`src/rtl/axil_cfg_sequencer.sv`:
```
// Buffers (register index, data) commands in a small FIFO and plays each one out
// as a single AXI-Lite write, one outstanding at a time, counting completions and errors.
module axil_cfg_sequencer #(
    parameter int FIFO_DEPTH         = 4,
    parameter int C_S_AXI_DATA_WIDTH = 64,
    parameter int C_S_AXI_ADDR_WIDTH = 32
) (
    input  logic                              clk,
    input  logic                              rst_n,
    input  logic                              cmd_valid,
    output logic                              cmd_ready,
    input  logic [3:0]                        cmd_addr,
    input  logic [C_S_AXI_DATA_WIDTH-1:0]     cmd_data,
    output logic [C_S_AXI_ADDR_WIDTH-1:0]     s_axil_awaddr,
    output logic [2:0]                        s_axil_awprot,
    output logic                              s_axil_awvalid,
    input  logic                              s_axil_awready,
    output logic [C_S_AXI_DATA_WIDTH-1:0]     s_axil_wdata,
    output logic [C_S_AXI_DATA_WIDTH/8-1:0]   s_axil_wstrb,
    output logic                              s_axil_wvalid,
    input  logic                              s_axil_wready,
    input  logic [1:0]                        s_axil_bresp,
    input  logic                              s_axil_bvalid,
    output logic                              s_axil_bready,
    output logic                              busy,
    output logic [15:0]                       done_count,
    output logic [7:0]                        err_count
);

    localparam int DW = C_S_AXI_DATA_WIDTH;
    localparam int AW = C_S_AXI_ADDR_WIDTH;
    localparam int PW = $clog2(FIFO_DEPTH);
    localparam int EW = 4 + DW;

    typedef enum logic [1:0] {IDLE, SEND, RESP} state_t;

    state_t            state_q, state_d;
    logic [EW-1:0]     mem_q [FIFO_DEPTH];
    logic [PW:0]       wr_ptr_q, wr_ptr_d, rd_ptr_q, rd_ptr_d;
    logic              full, empty, push, pop;
    logic [EW-1:0]     head;

    logic              launch_q, launch_d;
    logic              awvalid_q, awvalid_d, wvalid_q, wvalid_d, bready_q, bready_d;
    logic              aw_done_q, aw_done_d, w_done_q, w_done_d;
    logic [AW-1:0]     awaddr_q, awaddr_d;
    logic [DW-1:0]     wdata_q, wdata_d;
    logic [15:0]       done_count_q, done_count_d;
    logic [7:0]        err_count_q, err_count_d;
    logic              aw_hs, w_hs, both_done, b_hs;

    // Pointers carry one extra wrap bit so full and empty are distinguishable.
    assign empty     = (wr_ptr_q == rd_ptr_q);
    assign full      = (wr_ptr_q[PW] != rd_ptr_q[PW]) && (wr_ptr_q[PW-1:0] == rd_ptr_q[PW-1:0]);
    assign cmd_ready = !full;
    assign push      = cmd_valid && !full;
    assign pop       = (state_q == IDLE) && !empty;
    assign head      = mem_q[rd_ptr_q[PW-1:0]];

    assign aw_hs     = awvalid_q && s_axil_awready;
    assign w_hs      = wvalid_q && s_axil_wready;
    assign both_done = (aw_done_q || aw_hs) && (w_done_q || w_hs);
    assign b_hs      = s_axil_bvalid && bready_q;

    always_comb begin
        wr_ptr_d = wr_ptr_q;
        rd_ptr_d = rd_ptr_q;
        if (push) wr_ptr_d = wr_ptr_q + (PW+1)'(1);
        if (pop)  rd_ptr_d = rd_ptr_q + (PW+1)'(1);
    end

    always_ff @(posedge clk) begin
        if (push) mem_q[wr_ptr_q[PW-1:0]] <= {cmd_addr, cmd_data};
    end

    always_ff @(posedge clk or negedge rst_n) begin
        if (!rst_n) begin
            state_q <= IDLE;
        end else begin
            state_q <= state_d;
        end
    end

    always_comb begin
        state_d = state_q;
        case (state_q)
            IDLE:    if (pop) state_d = SEND;
            SEND:    if (both_done) state_d = RESP;
            RESP:    if (b_hs) state_d = IDLE;
            default: state_d = IDLE;
        endcase
    end

    // The popped entry is latched one cycle before the valids rise (launch_q).
    always_comb begin
        launch_d     = pop;
        awvalid_d    = awvalid_q;
        wvalid_d     = wvalid_q;
        bready_d     = bready_q;
        aw_done_d    = aw_done_q;
        w_done_d     = w_done_q;
        awaddr_d     = awaddr_q;
        wdata_d      = wdata_q;
        done_count_d = done_count_q;
        err_count_d  = err_count_q;
        if (pop) begin
            awaddr_d  = {{(AW-7){1'b0}}, head[EW-1 -: 4], 3'b000};
            wdata_d   = head[DW-1:0];
            aw_done_d = 1'b0;
            w_done_d  = 1'b0;
        end
        if (launch_q) begin
            awvalid_d = 1'b1;
            wvalid_d  = 1'b1;
        end
        if (aw_hs) begin
            awvalid_d = 1'b0;
            aw_done_d = 1'b1;
        end
        if (w_hs) begin
            wvalid_d = 1'b0;
            w_done_d = 1'b1;
        end
        if (state_q == SEND && both_done) bready_d = 1'b1;
        if (state_q == RESP && b_hs) begin
            bready_d     = 1'b0;
            done_count_d = done_count_q + 16'd1;
            if (s_axil_bresp != 2'b00 && err_count_q != 8'hFF) err_count_d = err_count_q + 8'd1;
        end
    end

    always_ff @(posedge clk or negedge rst_n) begin
        if (!rst_n) begin
            wr_ptr_q     <= '0;
            rd_ptr_q     <= '0;
            launch_q     <= 1'b0;
            awvalid_q    <= 1'b0;
            wvalid_q     <= 1'b0;
            bready_q     <= 1'b0;
            aw_done_q    <= 1'b0;
            w_done_q     <= 1'b0;
            awaddr_q     <= '0;
            wdata_q      <= '0;
            done_count_q <= '0;
            err_count_q  <= '0;
        end else begin
            wr_ptr_q     <= wr_ptr_d;
            rd_ptr_q     <= rd_ptr_d;
            launch_q     <= launch_d;
            awvalid_q    <= awvalid_d;
            wvalid_q     <= wvalid_d;
            bready_q     <= bready_d;
            aw_done_q    <= aw_done_d;
            w_done_q     <= w_done_d;
            awaddr_q     <= awaddr_d;
            wdata_q      <= wdata_d;
            done_count_q <= done_count_d;
            err_count_q  <= err_count_d;
        end
    end

    assign s_axil_awaddr  = awaddr_q;
    assign s_axil_awprot  = 3'b000;
    assign s_axil_awvalid = awvalid_q;
    assign s_axil_wdata   = wdata_q;
    assign s_axil_wstrb   = '1;
    assign s_axil_wvalid  = wvalid_q;
    assign s_axil_bready  = bready_q;
    assign busy           = (state_q != IDLE) || !empty;
    assign done_count     = done_count_q;
    assign err_count      = err_count_q;

endmodule
```
`config.mk`:
```
export PLATFORM = sky130hd
export DESIGN_NAME = axil_cfg_sequencer
export DESIGN_NICKNAME = d
export VERILOG_FILES = /design/src/rtl/axil_cfg_sequencer.sv
export SDC_FILE = /design/constraint.sdc
export NUM_CORES = 1
export LEC_CHECK = 0
export ABC_CLOCK_PERIOD_IN_PS = 3100
export CORE_MARGIN = 4
export CORE_UTILIZATION = 49
export DETAILED_ROUTE_END_ITERATION = 10
export PLACE_DENSITY_LB_ADDON = 0.25
export SLEW_MARGIN = 20
export SYNTH_ARGS = -nofsm -noshare
export SYNTH_HDL_FRONTEND = slang
export SYNTH_SLANG_ARGS = --single-unit
```
`constraint.sdc`:
```
create_clock -name clk -period 3.1 [get_ports clk]
set_input_delay 0.62 -clock clk [delete_from_list [all_inputs] [get_ports clk]]
set_output_delay 0.62 -clock clk [all_outputs]
set_load 0.02 [all_outputs]
```
Figure 1. Track usage over the die (run 1).
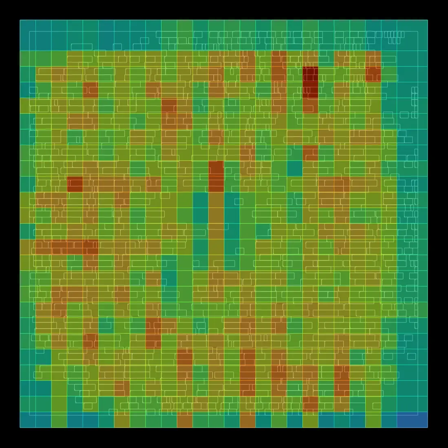
GRT Util Overall: 16.5%
M2 GR Usage: 26.9%
met3 GRT Util: 3.82%
met1 Usage GRT: 22.8%
Wirelength per Cell: 19.9 um

Figure 2. Cell density map (run 1).
Scale bar: 50 um. 18 x 18 tiles, from dark blue (low) to red (high), 0 to 100% covered.
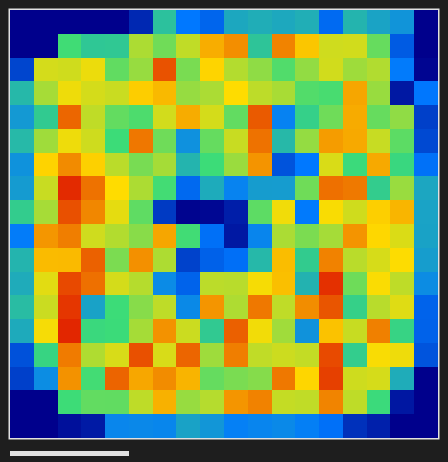
mean over tiles: 54%
nearly empty tiles: 6.2%
tiles over 75% full: 22%
fullest tile: 96%

==> results.txt, run 1 <==
most numerous logic cell after layout: edfxtp_1
Core Area: 28800 um2
top sig layer: met4
Hold Fails Final Rpt: 0
Total Power: 0.0179 W
first-pass GRT wire length: 40.6 mm
dominant kind of cell by area: flip-flops and latches
FFs w/ async S/R, synth: 28.0%
Pwr top: sequential cells
CP bufs+invs: 1
share of layout cells above drive strength 1: 19.2%
outcome: finished, final reports clean
Seq. cell area: 10800 um2
Longest Clk Path Bufs: 3
Largest register FFs: 272
TAP cells: 384
unrepaired setup endpoints after global routing: no
total CTS buffers: 40
aoi share: 0.550%
initial antenna violation count: 0
vias in the first global route: 7210
logic share of the area: 18.2%
top cells by area: edfxtp_1 (57%), dfrtp_1 (18%), mux4_2 (11%)
metal2 WL: 13.1 mm
crit path cell chain: xnor2_2 > nand3_1 > or3_1 > clkdlybuf4s50_1
cell internal pwr: 0.0126 W
Log Warnings: 29
CP Launch Type: flip-flop
clock root buffer: clkbuf_16
main flop type: edfxtp_1
synth cell count leaders: edfxtp_1 (272), dfrtp_1 (106), mux4_2 (68)
Figure 3. Wiring heat map (run 1).
Scale bar: 50 um. 36 x 36 tiles, from dark blue (low) to red (high), scaled to the fullest tile. Values are wire area over tile area, all layers added.
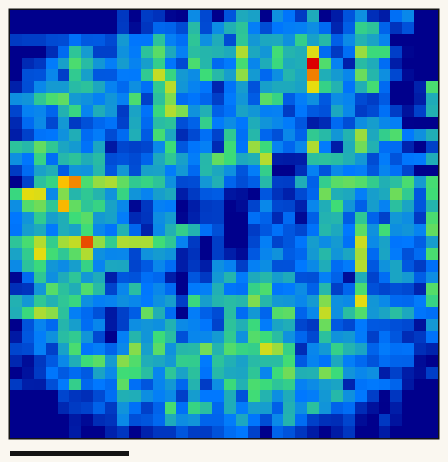
mean over tiles: 0.13
nearly empty tiles: 9.4%
densest ninth of the die: left middle

Figure 4. Sizing map (run 1).
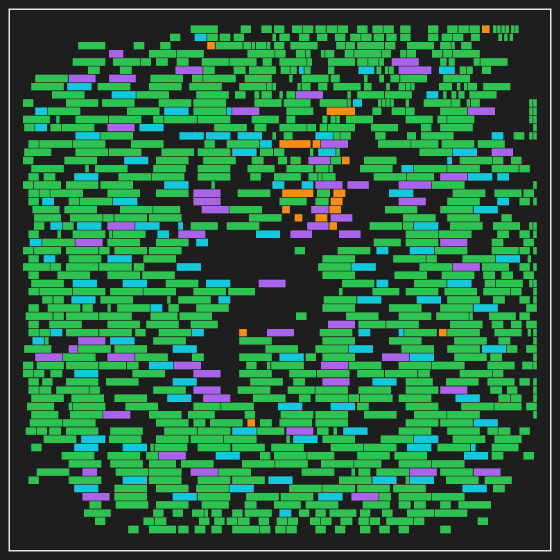

==> run 1 -> run 2 <==
ABC_AREA = 1   (was not set)
SLEW_MARGIN = not set   (was 20)
Figure 5. Sizing map (run 2).
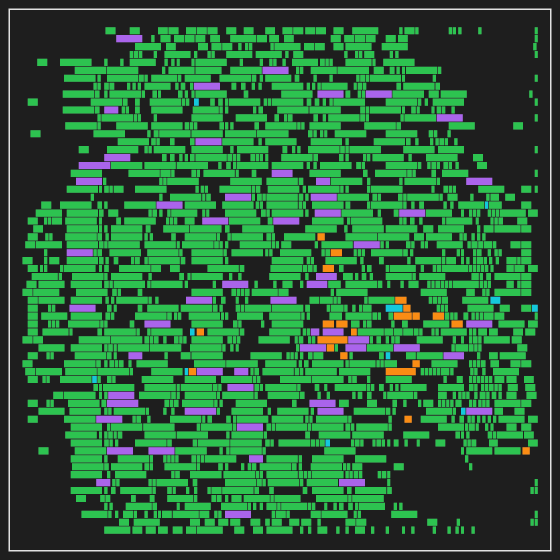
[orange] x3 and x4 | cells: 21 | share: 1.3%
[green] x1 and smaller | cells: 1494 | share: 94%
[cyan] x2 | cells: 11 | share: 0.70%
[purple] x6 and larger | cells: 56 | share: 3.5%

Figure 6. Wiring heat map (run 2).
Scale bar: 50 um. 37 x 37 tiles, from dark blue (low) to red (high), scaled to the fullest tile. Values are wire area over tile area, all layers added.
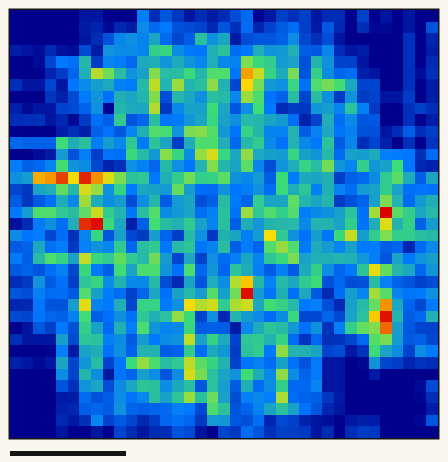
tiles over half the peak: 9.4%
fullest tile: 0.60
mean over tiles: 0.16
nearly empty tiles: 11%
emptiest ninth of the die: top right

==> run 2 against run 1 <==
  * Synthesized cell count increased by 100%
  * Sequential power decreased by 2%
  * Non-clock buffer count increased by 1
  * First-iteration DRC count increased by 96%
  * Critical endpoint is now cmd_ready
  * Largest cell class unchanged
==> results.txt, run 2 <==
outcome: finished, final reports clean (unchanged)
Pwr top: sequential cells (unchanged)
initial antenna violation count: 4 (was 0)
Log Warnings: 34 (was 29)
synth cell count leaders: nor2_1 (301), nand2_1 (296), edfxtp_1 (272) (was edfxtp_1 (272), dfrtp_1 (106), mux4_2 (68))
top cells by area: edfxtp_1 (53%), dfrtp_1 (17%), nor2_1 (7.3%) (was edfxtp_1 (57%), dfrtp_1 (18%), mux4_2 (11%))
unrepaired setup endpoints after global routing: no (unchanged)
Total Power: 0.0190 W (was 0.0179 W)
share of layout cells above drive strength 1: 5.56% (was 19.2%)
cell internal pwr: 0.0120 W (was 0.0126 W)
GRT Util Overall: 19.1% (was 16.5%)
metal2 WL: 15.7 mm (was 13.1 mm)
top sig layer: met5 (was met4)
CTS tree: built (unchanged)
Seq Cell Count: 378 (unchanged)
Longest Clk Path Bufs: 3 (unchanged)
aoi share: 4.71% (was 0.550%)
M2 GR Usage: 31.5% (was 26.9%)
met3 GRT Util: 3.57% (was 3.82%)
main flop type: edfxtp_1 (unchanged)
total CTS buffers: 38 (was 40)
TAP cells: 396 (was 384)
Largest register FFs: 272 (unchanged)
logic share of the area: 21.2% (was 18.2%)
CP bufs+invs: 1 (unchanged)
FFs w/ async S/R, synth: 28.0% (unchanged)
Wirelength per Cell: 16.8 um (was 19.9 um)
nonclk buf count: 189 (was 188)
clock root buffer: clkbuf_16 (unchanged)
CP Launch Type: flip-flop (unchanged)
crit path cell chain: xnor2_1 > nand3_1 > clkdlybuf4s50_1 (was xnor2_2 > nand3_1 > or3_1 > clkdlybuf4s50_1)
Core Area: 30800 um2 (was 28800 um2)
vias in the first global route: 9828 (was 7210)
met1 Usage GRT: 26.6% (was 22.8%)
Figure 7. Cell classes on the final placement (run 2).
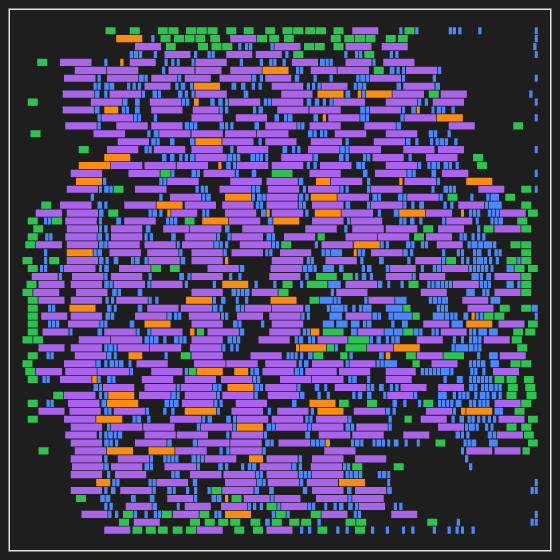

==> run 2 -> run 3 <==
CELL_PAD_IN_SITES_DETAIL_PLACEMENT = 1   (was not set)
CELL_PAD_IN_SITES_GLOBAL_PLACEMENT = 2   (was not set)
CORE_UTILIZATION = 32   (was 49)
Figure 8. Cell classes on the final placement (run 3).
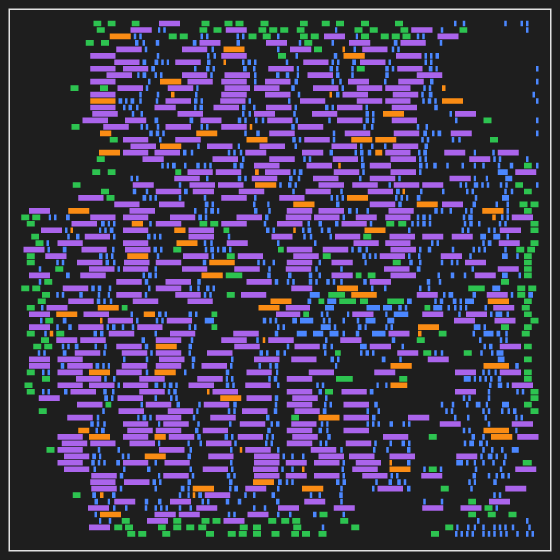
[orange] clock drivers and dummy loads | cells: 78 | share of their area: 7.8%
[blue] remaining logic cells | cells: 946 | share of their area: 22%
[purple] registers | cells: 378 | share of their area: 59%
[green] remaining buffers and delay cells | cells: 190 | share of their area: 11%

Figure 9. Track usage over the die (run 3).
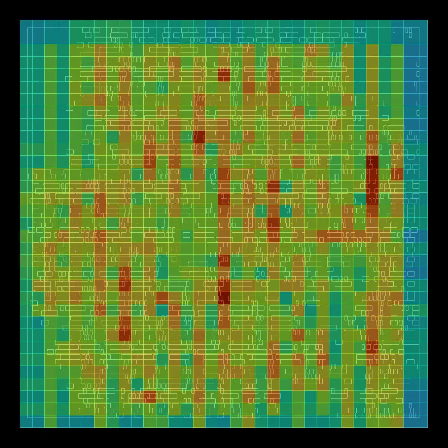
Wirelength per Cell: 18.8 um
Finished Core Util: 40.0%
M2 GR Usage: 26.4%

==> run 3 against run 2 <==
  * Global-route usage fell by 3.1 points
  * Routed wire length rose by 25%
  * Sequential cell count did not move
  * Critical path type unchanged
  * Critical endpoint unchanged
  * Largest cell class unchanged
==> results.txt, run 3 <==
Log Warnings: 30 (was 34)
synth cell count leaders: nor2_1 (301), nand2_1 (296), edfxtp_1 (272) (unchanged)
dominant kind of cell by area: flip-flops and latches (unchanged)
cell internal pwr: 0.0125 W (was 0.0120 W)
share of layout cells above drive strength 1: 6.28% (was 5.56%)
met3 GRT Util: 3.87% (was 3.57%)
initial antenna violation count: 4 (unchanged)
outcome: finished, final reports clean (unchanged)
logic share of the area: 20.7% (was 21.2%)
clock root buffer: clkbuf_16 (unchanged)
Largest register FFs: 272 (unchanged)
met1 Usage GRT: 21.6% (was 26.6%)
first-pass GRT wire length: 63.8 mm (was 52.3 mm)
GRT Util Overall: 16.0% (was 19.1%)
Longest Clk Path Bufs: 3 (unchanged)
top cells by area: edfxtp_1 (53%), dfrtp_1 (17%), nor2_1 (7.3%) (unchanged)
CP Launch Type: flip-flop (unchanged)
total CTS buffers: 43 (was 38)
metal2 WL: 19.7 mm (was 15.7 mm)
top sig layer: met5 (unchanged)
FFs w/ async S/R, synth: 28.0% (unchanged)
main flop type: edfxtp_1 (unchanged)
TAP cells: 615 (was 396)
Hold Fails Final Rpt: 0 (unchanged)
Core Area: 47600 um2 (was 30800 um2)
unrepaired setup endpoints after global routing: no (unchanged)
Power and IR drop assume default switching activity.
